Figure 1. Ports around the boundary.
Pins as bars across the die edge, other pins in grey.
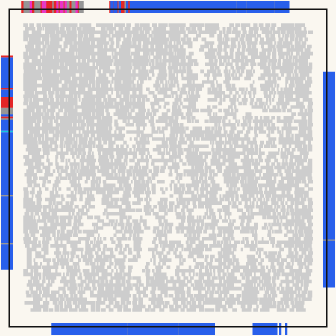
Figure 2. Wiring by layer.
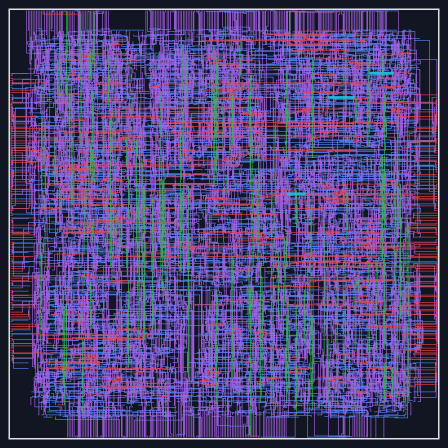
Figure 3. Clock wiring as the flow saved it.
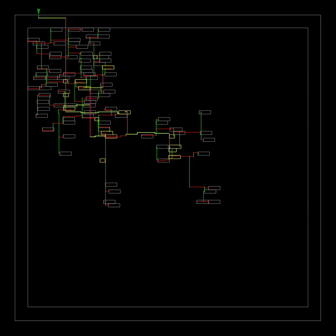
$ cat src/rtl/phj_pkg.sv
// Shared probe-phase types for the partitioned hash join: lane count, beat
// numbers and the per-lane completion token layout.
package phj_pkg;

   localparam int LANES = 8;

   typedef logic [31:0] sn_t;

   // Also carried on the splitter's serial-number output.
   typedef struct packed {
      logic [31:0] lane;
      sn_t         sn;
   } lane_token_t;

endpackage

$ cat src/rtl/probe_sn_tracker_if.sv
// Completion-token and end-of-phase bundle between the probe lanes/splitter
// (master) and the serial-number tracker (slave).
interface probe_sn_tracker_if;
   import phj_pkg::*;

   logic [LANES-1:0]        in_done_valid;
   lane_token_t [LANES-1:0] in_done_sn;
   logic [LANES-1:0]        in_done_ready;
   logic                    in_last_PROBE;
   sn_t                     in_total_beats;
   sn_t                     curr_sn;
   logic                    out_probe_done;
   logic                    out_err;

   modport master (
      output in_done_valid, in_done_sn, in_last_PROBE, in_total_beats,
      input  in_done_ready, curr_sn, out_probe_done, out_err
   );

   modport slave (
      input  in_done_valid, in_done_sn, in_last_PROBE, in_total_beats,
      output in_done_ready, curr_sn, out_probe_done, out_err
   );

endinterface

$ cat src/rtl/sn_scoreboard_row.sv
// One scoreboard row: a completion bit per lane, all-ones detect, and a clear
// that wins over any same-cycle set.
module sn_scoreboard_row
   import phj_pkg::*;
(
   input  logic             clk,
   input  logic             reset,
   input  logic [LANES-1:0] set_mask,
   input  logic             clr,
   output logic [LANES-1:0] bits,
   output logic             full
);

   // NOTE: the scoreboard is only a few flops, so it is reset like any other
   // state; a retire decision must never see stale bits after reset.
   always_ff @(posedge clk or posedge reset) begin
      if (reset) begin
         bits <= '0;
      end else if (clr) begin
         // NOTE: non-blocking assignment for every flop so all rows and the
         // retire pointer update together from the same pre-edge values.
         bits <= '0;
      end else begin
         bits <= bits | set_mask;
      end
   end

   assign full = &bits;

endmodule

$ cat src/rtl/probe_sn_tracker.sv
// Probe-phase completion tracker: retires beats in order as all lanes report.
// Define PROBE_SN_TRACKER_ERR_CHECK_EN to build the sticky protocol-error flag.
module probe_sn_tracker
   import phj_pkg::*;
#(
   parameter int MAX_IN_TRANSIT = 2
) (
   input logic               clk,
   input logic               reset,
   probe_sn_tracker_if.slave bus
);

   localparam int  IDX_W  = $clog2(MAX_IN_TRANSIT);
   localparam sn_t WINDOW = sn_t'(MAX_IN_TRANSIT);

   sn_t                                 curr_q;
   sn_t                                 total_q;
   logic                                last_seen_q;
   logic                                done_q;
   logic [MAX_IN_TRANSIT-1:0][LANES-1:0] row_bits;
   logic [MAX_IN_TRANSIT-1:0][LANES-1:0] row_set;
   logic [MAX_IN_TRANSIT-1:0]            row_full;
   logic [MAX_IN_TRANSIT-1:0]            row_clr;
   logic [LANES-1:0][IDX_W-1:0]          lane_idx;
   logic [LANES-1:0]                     tok_ok;
   logic [IDX_W-1:0]                     curr_idx;
   logic                                 retire;

`ifdef PROBE_SN_TRACKER_ERR_CHECK_EN
   logic [LANES-1:0] tok_bad;
   logic             err_q;
`endif

   assign curr_idx = curr_q[IDX_W-1:0];
   assign retire   = row_full[curr_idx];

   for (genvar i = 0; i < LANES; i++) begin : g_lane
      lane_token_t tok;
      logic        in_win;
      logic        lane_ok;
      logic        already;

      assign tok         = bus.in_done_sn[i];
      assign lane_idx[i] = tok.sn[IDX_W-1:0];
      // Unsigned distance from the window base also covers wrap at 2^32.
      assign in_win      = (tok.sn - curr_q) < WINDOW;
      assign lane_ok     = (tok.lane == 32'(i));
      assign already     = row_bits[lane_idx[i]][i];
      assign tok_ok[i]   = bus.in_done_valid[i] & in_win & lane_ok & ~already;
`ifdef PROBE_SN_TRACKER_ERR_CHECK_EN
      assign tok_bad[i]  = bus.in_done_valid[i] & ~(in_win & lane_ok & ~already);
`endif
   end

   // NOTE: every variable gets its default first so no path leaves it
   // unassigned and no latch is inferred.
   always_comb begin
      row_set = '0;
      for (int i = 0; i < LANES; i++) begin
         if (tok_ok[i]) row_set[lane_idx[i]][i] = 1'b1;
      end
   end

   for (genvar r = 0; r < MAX_IN_TRANSIT; r++) begin : g_row
      assign row_clr[r] = retire && (curr_idx == IDX_W'(r));

      sn_scoreboard_row u_row (
         .clk      (clk),
         .reset    (reset),
         .set_mask (row_set[r]),
         .clr      (row_clr[r]),
         .bits     (row_bits[r]),
         .full     (row_full[r])
      );
   end

   always_ff @(posedge clk or posedge reset) begin
      if (reset) begin
         curr_q      <= '0;
         total_q     <= '0;
         last_seen_q <= 1'b0;
         done_q      <= 1'b0;
      end else begin
         if (retire) curr_q <= curr_q + 32'd1;
         // Only the first cycle of in_last_PROBE matters until the next reset.
         if (bus.in_last_PROBE && !last_seen_q) begin
            last_seen_q <= 1'b1;
            total_q     <= bus.in_total_beats;
         end
         done_q <= done_q | (last_seen_q && (curr_q == total_q));
      end
   end

`ifdef PROBE_SN_TRACKER_ERR_CHECK_EN
   always_ff @(posedge clk or posedge reset) begin
      if (reset) begin
         err_q <= 1'b0;
      end else begin
         err_q <= err_q | (|tok_bad)
                  | (bus.in_last_PROBE && !last_seen_q && (bus.in_total_beats < curr_q));
      end
   end
   assign bus.out_err = err_q;
`else
   assign bus.out_err = 1'b0;
`endif

   assign bus.in_done_ready  = {LANES{~reset}};
   assign bus.curr_sn        = curr_q;
   assign bus.out_probe_done = done_q;

endmodule
$ cat src/flat_wrapper.sv
// flat-port wrapper written by rule: the top's interface ports become plain ports
module probe_sn_tracker_flat import phj_pkg::*;
#(
   parameter int MAX_IN_TRANSIT = 2
)
  (clk, reset, bus_in_done_valid, bus_in_done_sn, bus_in_last_PROBE, bus_in_total_beats, bus_in_done_ready, bus_curr_sn, bus_out_probe_done, bus_out_err);
  probe_sn_tracker_if bus_i ();
  input logic clk;
  input logic reset;
  input wire logic [$bits(bus_i.in_done_valid)-1:0] bus_in_done_valid;
  input wire logic [$bits(bus_i.in_done_sn)-1:0] bus_in_done_sn;
  input wire logic [$bits(bus_i.in_last_PROBE)-1:0] bus_in_last_PROBE;
  input wire logic [$bits(bus_i.in_total_beats)-1:0] bus_in_total_beats;
  output wire logic [$bits(bus_i.in_done_ready)-1:0] bus_in_done_ready;
  output wire logic [$bits(bus_i.curr_sn)-1:0] bus_curr_sn;
  output wire logic [$bits(bus_i.out_probe_done)-1:0] bus_out_probe_done;
  output wire logic [$bits(bus_i.out_err)-1:0] bus_out_err;
  assign bus_i.in_done_valid = bus_in_done_valid;
  assign bus_i.in_done_sn = bus_in_done_sn;
  assign bus_i.in_last_PROBE = bus_in_last_PROBE;
  assign bus_i.in_total_beats = bus_in_total_beats;
  assign bus_in_done_ready = bus_i.in_done_ready;
  assign bus_curr_sn = bus_i.curr_sn;
  assign bus_out_probe_done = bus_i.out_probe_done;
  assign bus_out_err = bus_i.out_err;
  probe_sn_tracker #(.MAX_IN_TRANSIT(MAX_IN_TRANSIT)) u_core (.clk(clk), .reset(reset), .bus(bus_i));
endmodule
$ cat config.mk
export PLATFORM = sky130hd
export DESIGN_NAME = probe_sn_tracker_flat
export DESIGN_NICKNAME = d
export VERILOG_FILES = /design/src/rtl/phj_pkg.sv /design/src/rtl/probe_sn_tracker_if.sv /design/src/rtl/sn_scoreboard_row.sv /design/src/rtl/probe_sn_tracker.sv /design/src/flat_wrapper.sv
export SDC_FILE = /design/constraint.sdc
export NUM_CORES = 1
export LEC_CHECK = 0
export ABC_CLOCK_PERIOD_IN_PS = 3400
export CAP_MARGIN = 10
export CORE_MARGIN = 10
export CORE_UTILIZATION = 40
export CTS_CLUSTER_DIAMETER = 30
export DETAILED_ROUTE_END_ITERATION = 10
export PLACE_DENSITY = 0.73
export SLEW_MARGIN = 30
export SYNTH_ARGS = -nofsm -noshare
export SYNTH_HDL_FRONTEND = slang
export SYNTH_HIERARCHICAL = 1
export SYNTH_SLANG_ARGS = --single-unit
$ cat constraint.sdc
create_clock -name clk -period 3.4 [get_ports clk]
set_input_delay 0.68 -clock clk [delete_from_list [all_inputs] [get_ports clk]]
set_output_delay 0.68 -clock clk [all_outputs]
set_load 0.005 [all_outputs]
==> Changelog: implementation <==
## Implementation

* Top cells excl fill/tap: buf_4 (952), clkdlybuf4s50_1 (548), a21oi_1 (254)
* Top cell type by total area after synthesis: ha_1
* Die width at 241.4 µm
* Post-synthesis sequential area ratio at about a tenth
* Largest net degree at the start of global routing at 49
* RSZ-0062 raised after global routing: true
* Post-synth area hogs: ha_1 (15%), dfrtp_1 (10%), a21oi_1 (7.6%), nand2_1 (4.9%), xnor2_1 (4.9%)
* Nonclk inv count at between 90 and 100
* GR Util met1 at between 40% and 50%
* Top cells by count, synth: a21oi_1 (299), nand2_1 (257), ha_1 (241)
* WL met1 at 44,670 µm
* Simple Share, Synth at 27.13%
* Slowest-stage cell, CP: or4_4
* Post-Syn Area at a little under 20,000 µm²
* Min Hold Slack at ~520 ps
* Chip Height at 241.4 µm
* Biggest consumer: combinational cells
* Critical Path End: u_core/g_row[0].u_row/bits[7]$_DFF_PP0_
* Min-delay worst type: reg -> reg
* Worst setup margin at -303.4 ps
* Final Critical Period at around 3700 ps
* # Taps at 664
* Final Setup Violations at 16
* Fraction of area in non-clock buffers at around two fifths
* Vias/cell at 5.956
* Ports at a little under 600
* Avg Cell Area, Syn at 7.111 µm²
* Reg clk slew, reported paths at about 80 ps
* Start point of the worst hold path: u_core/bus.out_probe_done$_DFF_PP0_
* N_diodes at 5
* Failing checks: setup timing
* Post-route DRC at 0
* Status: finished, violations left
* Nets at 5,048
* Tot Pwr at 5.844 mW
About Figure 1:
reset: shown in cyan, pins 1, direction input, edge left. bus_in_done_ready: shown in magenta, pins 8, direction output, edge top. bus_curr_sn: shown in red, pins 32, direction output, edge 23 top, 9 left. bus_in_done_sn: shown in blue, pins 512, direction input, edge 154 bottom, 135 top, 120 right, 103 left.

About Figure 2:
M3: shown in red, wire length 10,700 µm. M4: shown in green, wire length 7,600 µm. M5: shown in cyan, wire length 35.0 µm. M2: shown in purple, wire length 54.7 mm. M1: shown in blue, wire length 44.7 mm.

About Figure 3:
CTS buffer count: 9
skew final: 12.87 ps
later-pin clock latency in the skew report: 360 ps

No activity file was given, so power comes from the tool's default toggle rates.
